Figure 1. Sequential cells grouped by signal name (run 1).
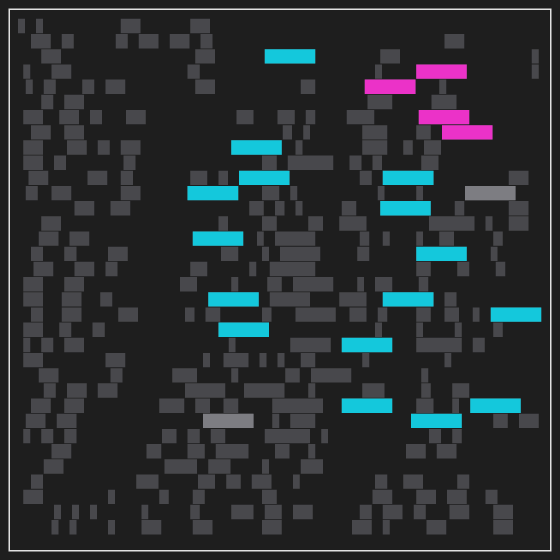
Figure 2. Track usage over the die (run 1).
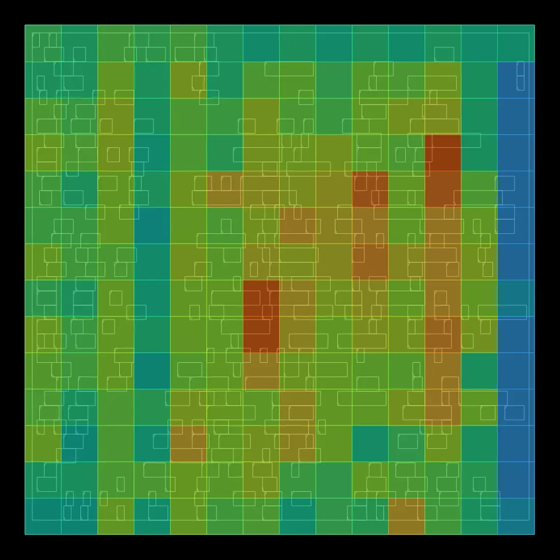
Figure 3. Placement by cell class (run 1).
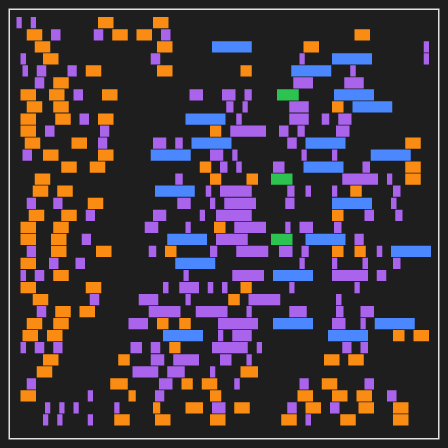
Figure 4. Cell density map (run 1).
The die is cut into 10 by 10 equal tiles; black is low, pale yellow is high, 0 to 100% covered.
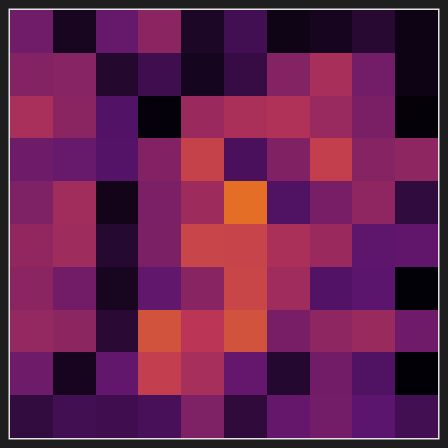
===== src/rtl/instr_buffer_sequencer_pkg.sv =====
// Shared definitions for the instruction buffer sequencer: FSM state type,
// default bubble word and the index-width helper used by every file.
package instr_buffer_sequencer_pkg;

    localparam int          INSTR_WORD_SIZE_DEF = 32;
    localparam int          BS_DEF              = 16;
    localparam logic [31:0] NOP_WORD_DEF        = 32'h0000_0013;

    typedef enum logic [0:0] {
        ST_RUN   = 1'b0,
        ST_DRAIN = 1'b1
    } seq_state_t;

    // Width of an index into a buffer of 'depth' entries (at least one bit).
    function automatic int idx_width(input int depth);
        return (depth > 1) ? $clog2(depth) : 1;
    endfunction

endpackage


===== src/rtl/instr_buffer_sequencer_if.sv =====
// Handshake and buffer-side signals of the sequencer. The master side is the
// upstream producer / downstream observer; the slave side is the sequencer.
interface instr_buffer_sequencer_if
    import instr_buffer_sequencer_pkg::*;
#(
    parameter int Instr_word_size = INSTR_WORD_SIZE_DEF,
    parameter int bs              = BS_DEF
);
    localparam int IW = idx_width(bs);

    logic                       in_valid;
    logic [Instr_word_size-1:0] in_instr;
    logic                       in_ready;
    logic                       flush;
    logic [IW-1:0]              buffer_index;
    logic [Instr_word_size-1:0] Instr_in;
    logic                       out_valid;
    logic [IW:0]                occupancy;
    logic                       flush_done;
    logic [15:0]                bubble_count;

    modport master (
        output in_valid, in_instr, flush,
        input  in_ready, buffer_index, Instr_in, out_valid, occupancy,
               flush_done, bubble_count
    );

    modport slave (
        input  in_valid, in_instr, flush,
        output in_ready, buffer_index, Instr_in, out_valid, occupancy,
               flush_done, bubble_count
    );

endinterface


===== src/rtl/instr_buffer_sequencer_vbit_popcount.sv =====
// Population count of the valid-bit mirror; yields the number of real entries.
module vbit_popcount
    import instr_buffer_sequencer_pkg::*;
#(
    parameter int WIDTH = BS_DEF
) (
    input  logic [WIDTH-1:0]            bits,
    output logic [idx_width(WIDTH):0]   count
);
    localparam int CW = idx_width(WIDTH);

    // Sum the mirror bits one at a time.
    always_comb begin
        count = {(CW + 1){1'b0}};
        for (int i = 0; i < WIDTH; i++) begin
            count = count + {{CW{1'b0}}, bits[i]};
        end
    end

endmodule


===== src/rtl/instr_buffer_sequencer.sv =====
// Upstream feeder for the instruction buffer. Advances a circular write index
// every cycle, writes accepted instructions or NOP bubbles, mirrors which
// buffer slots hold real instructions and runs a flush/drain sequence.
// Optional feature: define INSTR_SEQ_BUBBLE_CNT_EN to enable the saturating
// bubble counter; otherwise bubble_count is tied to zero.
module instr_buffer_sequencer
    import instr_buffer_sequencer_pkg::*;
#(
    parameter int                         Instr_word_size = INSTR_WORD_SIZE_DEF,
    parameter int                         bs              = BS_DEF,
    parameter logic [Instr_word_size-1:0] NOP_WORD        = Instr_word_size'(NOP_WORD_DEF)
) (
    input  logic                      clk,
    input  logic                      rst,
    instr_buffer_sequencer_if.slave   bus
);
    localparam int            IW      = idx_width(bs);
    localparam logic [IW-1:0] IDX_ONE = IW'(1);

    logic [IW-1:0]              idx_r;
    logic [bs-1:0]              vbit_r;
    seq_state_t                 state_r;
    logic                       out_valid_r;
    logic [IW:0]                occ_s;
    logic                       in_ready_s;
    logic                       accept_s;
    logic                       flush_done_s;
    logic [Instr_word_size-1:0] instr_in_s;

    vbit_popcount #(.WIDTH(bs)) u_popcount (
        .bits  (vbit_r),
        .count (occ_s)
    );

    // Handshake decode and the drain-complete indication from registered state.
    always_comb begin
        in_ready_s   = (state_r == ST_RUN);
        accept_s     = bus.in_valid && in_ready_s;
        flush_done_s = (state_r == ST_DRAIN) && (occ_s == {(IW + 1){1'b0}});
    end

    // Select the word the buffer writes this cycle: real instruction or bubble.
    always_comb begin
        instr_in_s = NOP_WORD;
        if (accept_s) begin
            instr_in_s = bus.in_instr;
        end else begin
            instr_in_s = NOP_WORD;
        end
    end

    // Index walk plus valid mirror; out_valid captures the slot before overwrite,
    // matching the buffer's read-before-write behaviour.
    always_ff @(posedge clk or negedge rst) begin
        if (!rst) begin
            idx_r       <= {IW{1'b0}};
            vbit_r      <= {bs{1'b0}};
            out_valid_r <= 1'b0;
        end else begin
            out_valid_r   <= vbit_r[idx_r];
            vbit_r[idx_r] <= accept_s;
            idx_r         <= idx_r + IDX_ONE;
        end
    end

    // Run/drain control: flush enters drain, drain exits once the mirror is empty.
    always_ff @(posedge clk or negedge rst) begin
        if (!rst) begin
            state_r <= ST_RUN;
        end else begin
            case (state_r)
                ST_RUN: begin
                    if (bus.flush) begin
                        state_r <= ST_DRAIN;
                    end else begin
                        state_r <= ST_RUN;
                    end
                end
                ST_DRAIN: begin
                    if (flush_done_s) begin
                        state_r <= ST_RUN;
                    end else begin
                        state_r <= ST_DRAIN;
                    end
                end
                default: begin
                    state_r <= ST_RUN;
                end
            endcase
        end
    end

`ifdef INSTR_SEQ_BUBBLE_CNT_EN
    logic [15:0] bubble_cnt_r;

    // Count cycles that write a bubble, saturating at the top value.
    always_ff @(posedge clk or negedge rst) begin
        if (!rst) begin
            bubble_cnt_r <= 16'h0000;
        end else if (!accept_s && (bubble_cnt_r != 16'hFFFF)) begin
            bubble_cnt_r <= bubble_cnt_r + 16'h0001;
        end else begin
            bubble_cnt_r <= bubble_cnt_r;
        end
    end

    assign bus.bubble_count = bubble_cnt_r;
`else
    assign bus.bubble_count = 16'h0000;
`endif

    assign bus.in_ready     = in_ready_s;
    assign bus.buffer_index = idx_r;
    assign bus.Instr_in     = instr_in_s;
    assign bus.out_valid    = out_valid_r;
    assign bus.occupancy    = occ_s;
    assign bus.flush_done   = flush_done_s;

endmodule


===== src/flat_wrapper.sv =====
// flat-port wrapper written by rule: the top's interface ports become plain ports
module instr_buffer_sequencer_flat import instr_buffer_sequencer_pkg::*;
#(
    parameter int                         Instr_word_size = INSTR_WORD_SIZE_DEF,
    parameter int                         bs              = BS_DEF,
    parameter logic [Instr_word_size-1:0] NOP_WORD        = Instr_word_size'(NOP_WORD_DEF)
)
  (clk, rst, bus_in_valid, bus_in_instr, bus_flush, bus_in_ready, bus_buffer_index, bus_Instr_in, bus_out_valid, bus_occupancy, bus_flush_done, bus_bubble_count);
  instr_buffer_sequencer_if #(.Instr_word_size(Instr_word_size), .bs(bs)) bus_i ();
  input  logic clk;
  input  logic rst;
  input wire logic [$bits(bus_i.in_valid)-1:0] bus_in_valid;
  input wire logic [$bits(bus_i.in_instr)-1:0] bus_in_instr;
  input wire logic [$bits(bus_i.flush)-1:0] bus_flush;
  output wire logic [$bits(bus_i.in_ready)-1:0] bus_in_ready;
  output wire logic [$bits(bus_i.buffer_index)-1:0] bus_buffer_index;
  output wire logic [$bits(bus_i.Instr_in)-1:0] bus_Instr_in;
  output wire logic [$bits(bus_i.out_valid)-1:0] bus_out_valid;
  output wire logic [$bits(bus_i.occupancy)-1:0] bus_occupancy;
  output wire logic [$bits(bus_i.flush_done)-1:0] bus_flush_done;
  output wire logic [$bits(bus_i.bubble_count)-1:0] bus_bubble_count;
  assign bus_i.in_valid = bus_in_valid;
  assign bus_i.in_instr = bus_in_instr;
  assign bus_i.flush = bus_flush;
  assign bus_in_ready = bus_i.in_ready;
  assign bus_buffer_index = bus_i.buffer_index;
  assign bus_Instr_in = bus_i.Instr_in;
  assign bus_out_valid = bus_i.out_valid;
  assign bus_occupancy = bus_i.occupancy;
  assign bus_flush_done = bus_i.flush_done;
  assign bus_bubble_count = bus_i.bubble_count;
  instr_buffer_sequencer #(.Instr_word_size(Instr_word_size), .bs(bs), .NOP_WORD(NOP_WORD)) u_core (.clk(clk), .rst(rst), .bus(bus_i));
endmodule

===== config.mk =====
export PLATFORM = sky130hd
export DESIGN_NAME = instr_buffer_sequencer_flat
export DESIGN_NICKNAME = d
export VERILOG_FILES = /design/src/rtl/instr_buffer_sequencer_pkg.sv /design/src/rtl/instr_buffer_sequencer_if.sv /design/src/rtl/instr_buffer_sequencer_vbit_popcount.sv /design/src/rtl/instr_buffer_sequencer.sv /design/src/flat_wrapper.sv
export SDC_FILE = /design/constraint.sdc
export NUM_CORES = 1
export LEC_CHECK = 0
export CAP_MARGIN = 20
export CELL_PAD_IN_SITES_DETAIL_PLACEMENT = 2
export CELL_PAD_IN_SITES_GLOBAL_PLACEMENT = 2
export CORE_MARGIN = 1
export CORE_UTILIZATION = 20
export CTS_CLUSTER_DIAMETER = 150
export DETAILED_ROUTE_END_ITERATION = 7
export PLACE_DENSITY_LB_ADDON = 0.08
export SLEW_MARGIN = 5
export SYNTH_ARGS = -nofsm -noshare
export SYNTH_HDL_FRONTEND = slang
export SYNTH_SLANG_ARGS = --single-unit

===== constraint.sdc =====
create_clock -name clk -period 4.2 [get_ports clk]
set_input_delay 0.42 -clock clk [delete_from_list [all_inputs] [get_ports clk]]
set_output_delay 0.42 -clock clk [all_outputs]
set_load 0.01 [all_outputs]

==> reports/metrics.yaml, run 1 <==
power_leader: "combinational cells"
pg_clk_mw: 0.135
ys_cells: 191
outcome: "finished, violations left"
n_all_buffers: 101
ant_nets: 0
flop_cell: "dfrtp_1"
die_w_um: 96.72
fin_hold_ws_ns: 0.4994
wl_met1_mm: 2.436
crit_path_max_incr_delay_ns: 0.54
setup_viol: 2
ios: 96
swShare: 0.3938
final-clk-cell-share: 0.01447
grt_pass1_vias: 1709
common_cells: "29 x and2_1, 29 x inv_1, 22 x dfrtp_1"
period_used_share: 1.078
topCellsByArea: "dfrtp_1 31%, fa_1 11%, and2_1 10%"
detailed_place_hpwl_mm: 4.347
critPathCaptureType: "output port"
netlist_instances: 191
placedCellCount: 380
slew_violations: 0
critPathKind: "reg -> out"
hold_viol_final: 0
internal_power_mw: 1.085
largest_area_cell: "dfrtp_1"
path_cells: "inv_2, fa_1, fa_1, fa_1, fa_1, inv_2, ha_4, inv_2, fa_2, nor2b_1, o21a_1, or4_4, nor2_2, buf_2"
violations: "setup timing"
cts_tree: "yes"
synth-warning-count: 0
netlist_area_mm2: 0.001794
grt_most_used_layer: "met2"
layout_setup_ws_ns: -0.3261
clkbuf_count: 3
-- Figure 1 (at the start) --
- `u_core.bus.buffer_index`: magenta (placed flops 4; where north-east)
- `u_core.vbit_r`: cyan (placed flops 16)
- not colored: 2
sequential cell power: 0.282 mW
fraction of area in registers: 0.1929
register area: 550.5 um^2

-- Figure 2 (at the start) --
grt met1 use: 0.1541
global-route usage over all layers: 0.1178

-- Figure 3 (at the start) --
- flip-flops: blue (cells 22)
- other buffers and delay cells: orange (cells 101)
- cells driving clock nets: green (cells 3)
- all other logic: purple (cells 157)
design area: 0.002854 mm^2
Core ar.: 0.008721 mm^2
Rows: 34
final core area utilization: 0.3273

-- Figure 4 (at the start) --
- mean over tiles: 29%
- nearly empty tiles: 4.0%
- fullest tile: 66%
- densest ninth of the die: center
FP Util: 0.2057

==> run 2: changes to the inputs <==
--- a/config.mk
+++ b/config.mk
@@ -8,7 +8,6 @@
 export CAP_MARGIN = 20
 export CELL_PAD_IN_SITES_DETAIL_PLACEMENT = 2
 export CELL_PAD_IN_SITES_GLOBAL_PLACEMENT = 2
-export CORE_MARGIN = 1
 export CORE_UTILIZATION = 20
 export CTS_CLUSTER_DIAMETER = 150
 export DETAILED_ROUTE_END_ITERATION = 7
Figure 5. Track usage over the die (run 2).
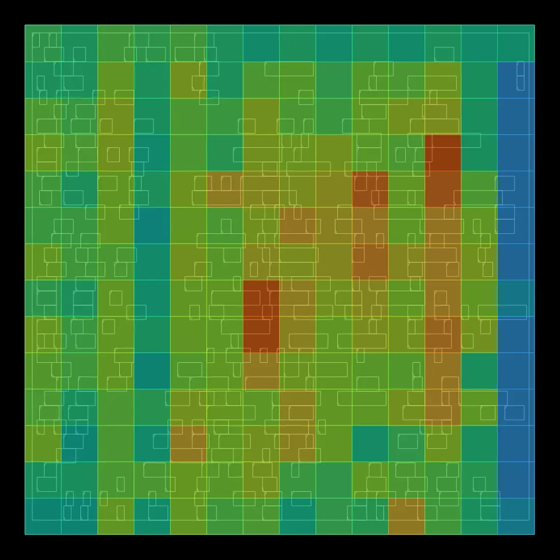
met3 Use GR: 0.02529
M2 GR Usage: 0.1950
WL per Instance: 14.27 um
gr busiest metal: met2

Figure 6. Sequential cells grouped by signal name (run 2).
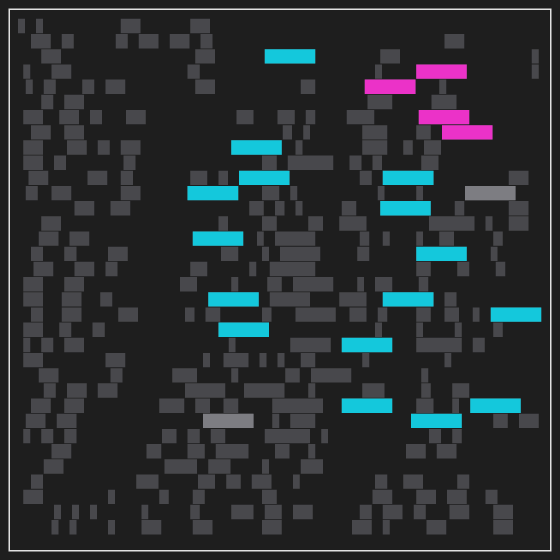
- `u_core.vbit_r`: cyan (placed flops 16)
- `u_core.bus.buffer_index`: magenta (placed flops 4; where north-east)

Figure 7. Placement by cell class (run 2).
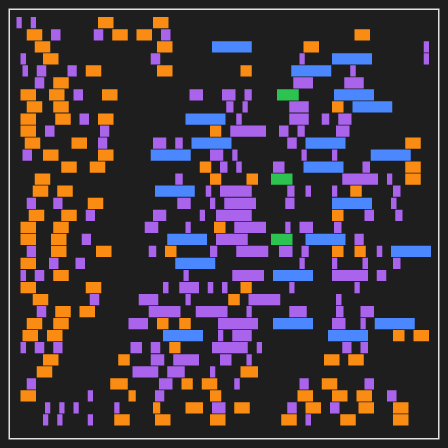
- other buffers and delay cells: orange (cells 101)
- flip-flops: blue (cells 22)
- all other logic: purple (cells 157)
- cells driving clock nets: green (cells 3)

==> run 2 against run 1 <==
Net effect:
- the run still ends with setup timing left
- global-route usage unchanged
- design area unchanged
- critical path depth unchanged
- clock skew unchanged
- worst setup slack unchanged
- sequential cell count did not move
==> reports/metrics.yaml, run 2 <==
synth.top_cell.area_share: 0.3068
netlist_area_mm2: 0.001794  # unchanged
sh_seq_area: 0.1929  # unchanged
fin_skew_ns: 0.006378
dp_slack_ns: -0.5822
clkbuf_count: 3  # unchanged
swShare: 0.3938  # unchanged
cp-startpoint: "u_core.vbit_r[15]$_DFFE_PN0P_"
ios: 96  # unchanged
path_cells: "inv_2, fa_1, fa_1, fa_1, fa_1, inv_2, ha_4, inv_2, fa_2, nor2b_1, o21a_1, or4_4, nor2_2, buf_2"
ctsResizeCount: 28
n_all_buffers: 101  # unchanged
slew_violations: 0  # unchanged
setup_viol: 2  # unchanged
seq-power_mw: 0.282  # about the same
crit_path_max_incr_delay_ns: 0.54  # about the same
synth-warning-count: 0  # unchanged
grt_use_met1: 0.1541  # unchanged
netlist_instances: 191  # unchanged
coreArea_mm2: 0.008721  # unchanged
largest_reg_flops: 16
utilization: 0.3273  # unchanged
critPathKind: "reg -> out"
placedCellCount: 380  # unchanged
common_cells: "29 x and2_1, 29 x inv_1, 22 x dfrtp_1"
wl_met1_mm: 2.436  # unchanged
nFillCells: 962
start_kind: "flop"
flop_cell: "dfrtp_1"
violations: "setup timing"
die_w_um: 96.72  # unchanged
grt_pass1_vias: 1709  # unchanged
flop_area_um2: 550.5  # unchanged
outcome: "finished, violations left"
ys_cells: 191  # unchanged
final-clk-cell-share: 0.01447  # unchanged
layout_setup_ws_ns: -0.3261  # unchanged
largest_area_cell: "dfrtp_1"
ant_nets: 0  # unchanged
internal_power_mw: 1.085  # unchanged
design_area_mm2: 0.002854  # unchanged
critPathCaptureType: "output port"
power_leader: "combinational cells"
hold_viol_final: 0  # unchanged
floorplan.core_util: 0.2057  # unchanged
fin_hold_ws_ns: 0.4994  # unchanged
fp.dieH_um: 96.72
pg_clk_mw: 0.135  # about the same
==> run 3: changes to the inputs <==
--- a/config.mk
+++ b/config.mk
@@ -5,12 +5,13 @@
 export SDC_FILE = /design/constraint.sdc
 export NUM_CORES = 1
 export LEC_CHECK = 0
-export CAP_MARGIN = 20
+export CAP_MARGIN = 0
 export CELL_PAD_IN_SITES_DETAIL_PLACEMENT = 2
 export CELL_PAD_IN_SITES_GLOBAL_PLACEMENT = 2
 export CORE_UTILIZATION = 20
 export CTS_CLUSTER_DIAMETER = 150
 export DETAILED_ROUTE_END_ITERATION = 7
+export GPL_ROUTABILITY_DRIVEN = 0
 export PLACE_DENSITY_LB_ADDON = 0.08
 export SLEW_MARGIN = 5
 export SYNTH_ARGS = -nofsm -noshare
Figure 8. Sequential cells grouped by signal name (run 3).
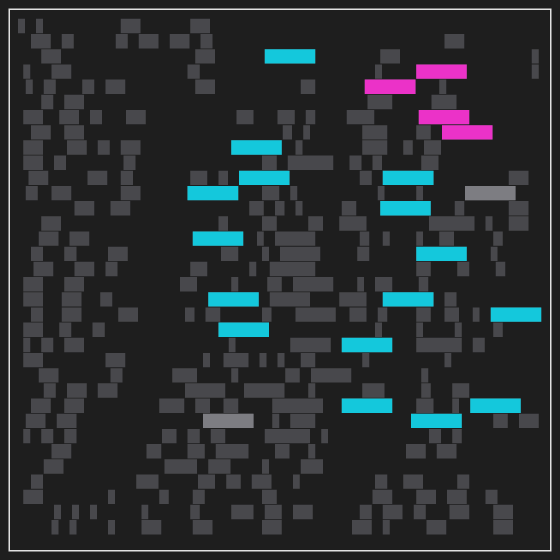
- `u_core.vbit_r`: cyan (placed flops 16)
- `u_core.bus.buffer_index`: magenta (placed flops 4; where north-east)

Figure 9. Cell sizes after repair (run 3).
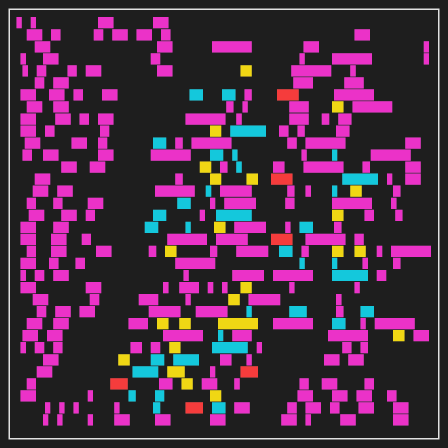
- drive 1 or less: magenta (cells 220; most used clkdlybuf4s50_1)
- drive 6 and up: red (cells 6)
- drive 3 to 4: yellow (cells 23; most used buf_4)
- drive 2: cyan (cells 34; most used a31o_2)
buffers outside the clock class: 101
setup ws final: -0.3261 ns
Area growth syn-to-layout: 59.07%

Figure 10. Track usage over the die (run 3).
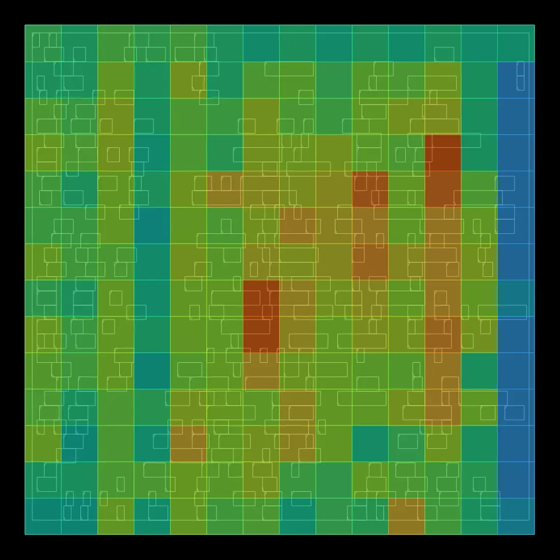

==> run 3 against run 2 <==
Net effect:
- the run still ends with setup timing left
- clock power barely moved
- critical endpoint unchanged
- sequential share of layout area unchanged
- highest routed layer unchanged
- worst setup slack unchanged
- area after synthesis stayed put
- count of clock-buffer cells in the layout is the same
==> reports/metrics.yaml, run 3 <==
outcome: "finished, violations left"
violations: "setup timing"
hold_viol_final: 0  # unchanged
floorplan.core_util: 0.2057  # unchanged
netlist_instances: 191  # unchanged
common_cells: "29 x and2_1, 29 x inv_1, 22 x dfrtp_1"
critPathCaptureType: "output port"
num_vias: 1642
drt-wirelength-per-cell_um: 14.27  # unchanged
wl_met1_mm: 2.436  # unchanged
reg2reg_depth: 13
layout_setup_ws_ns: -0.3261  # unchanged
path_cells: "inv_2, fa_1, fa_1, fa_1, fa_1, inv_2, ha_4, inv_2, fa_2, nor2b_1, o21a_1, or4_4, nor2_2, buf_2"
logic_family: "adder cells"
coreArea_mm2: 0.008721  # unchanged
fin_skew_ns: 0.006378  # unchanged
grt_use_met1: 0.1541  # unchanged
largest_reg_flops: 16  # unchanged
n_all_inverters: 29
largest_area_cell: "dfrtp_1"
synth-warning-count: 0  # unchanged
std_cell_rows: 34
dpl-instance-area_mm2: 0.002723
finalPower_mw: 1.790
ant_nets: 0  # unchanged
setup_viol: 2  # unchanged
grt_max_degree: 49
grt_use_met3: 0.02529  # unchanged
tns_ns: -0.4534
crit_path_max_incr_delay_ns: 0.54  # about the same
clkbuf_count: 3  # unchanged
design_area_mm2: 0.002854  # unchanged
placedCellCount: 380  # unchanged
nFillCells: 962  # unchanged
slew_violations: 0  # unchanged
clkPwrFrac: 0.076
cts_sinks: 22
cts_tree: "yes"
seq-power_mw: 0.282  # about the same
slew_headroom: 0.5707
critPathKind: "reg -> out"
pg_clk_mw: 0.135  # about the same
synth.top_cell.area_share: 0.3068  # unchanged
use_met2: 0.1950  # unchanged
final_cells: 391
grt_pass1_vias: 1709  # unchanged
grt_overflow: 0
fin_hold_ws_ns: 0.4994  # unchanged
utilization: 0.3273  # unchanged
swShare: 0.3938  # unchanged
ios: 96  # unchanged
final-clk-cell-share: 0.01447  # unchanged
final_common_cell: "clkdlybuf4s50_1"
ys_sh_simple: 0.1729
ctsResizeCount: 28  # unchanged
yosysChipArea_mm2: 0.001794
htree_levels: 1
internal_power_mw: 1.085  # unchanged
fp.dieH_um: 96.72  # unchanged
power_leader: "combinational cells"
period_used_share: 1.078
cp-startpoint: "u_core.vbit_r[15]$_DFFE_PN0P_"
flop_area_um2: 550.5  # unchanged
netlist_area_mm2: 0.001794  # unchanged
crit_end: "bus_flush_done"
diodes: 0
dp_slack_ns: -0.5822  # unchanged
ys_cells: 191  # unchanged
die_w_um: 96.72  # unchanged
power_density_mw_per_mm2: 627.2
grt_most_used_layer: "met2"
start_kind: "flop"
maxCapViolCount: 0
sh_seq_area: 0.1929  # unchanged
flop_cell: "dfrtp_1"
Power figures rest on the tool's default switching activity, not on a simulated workload.
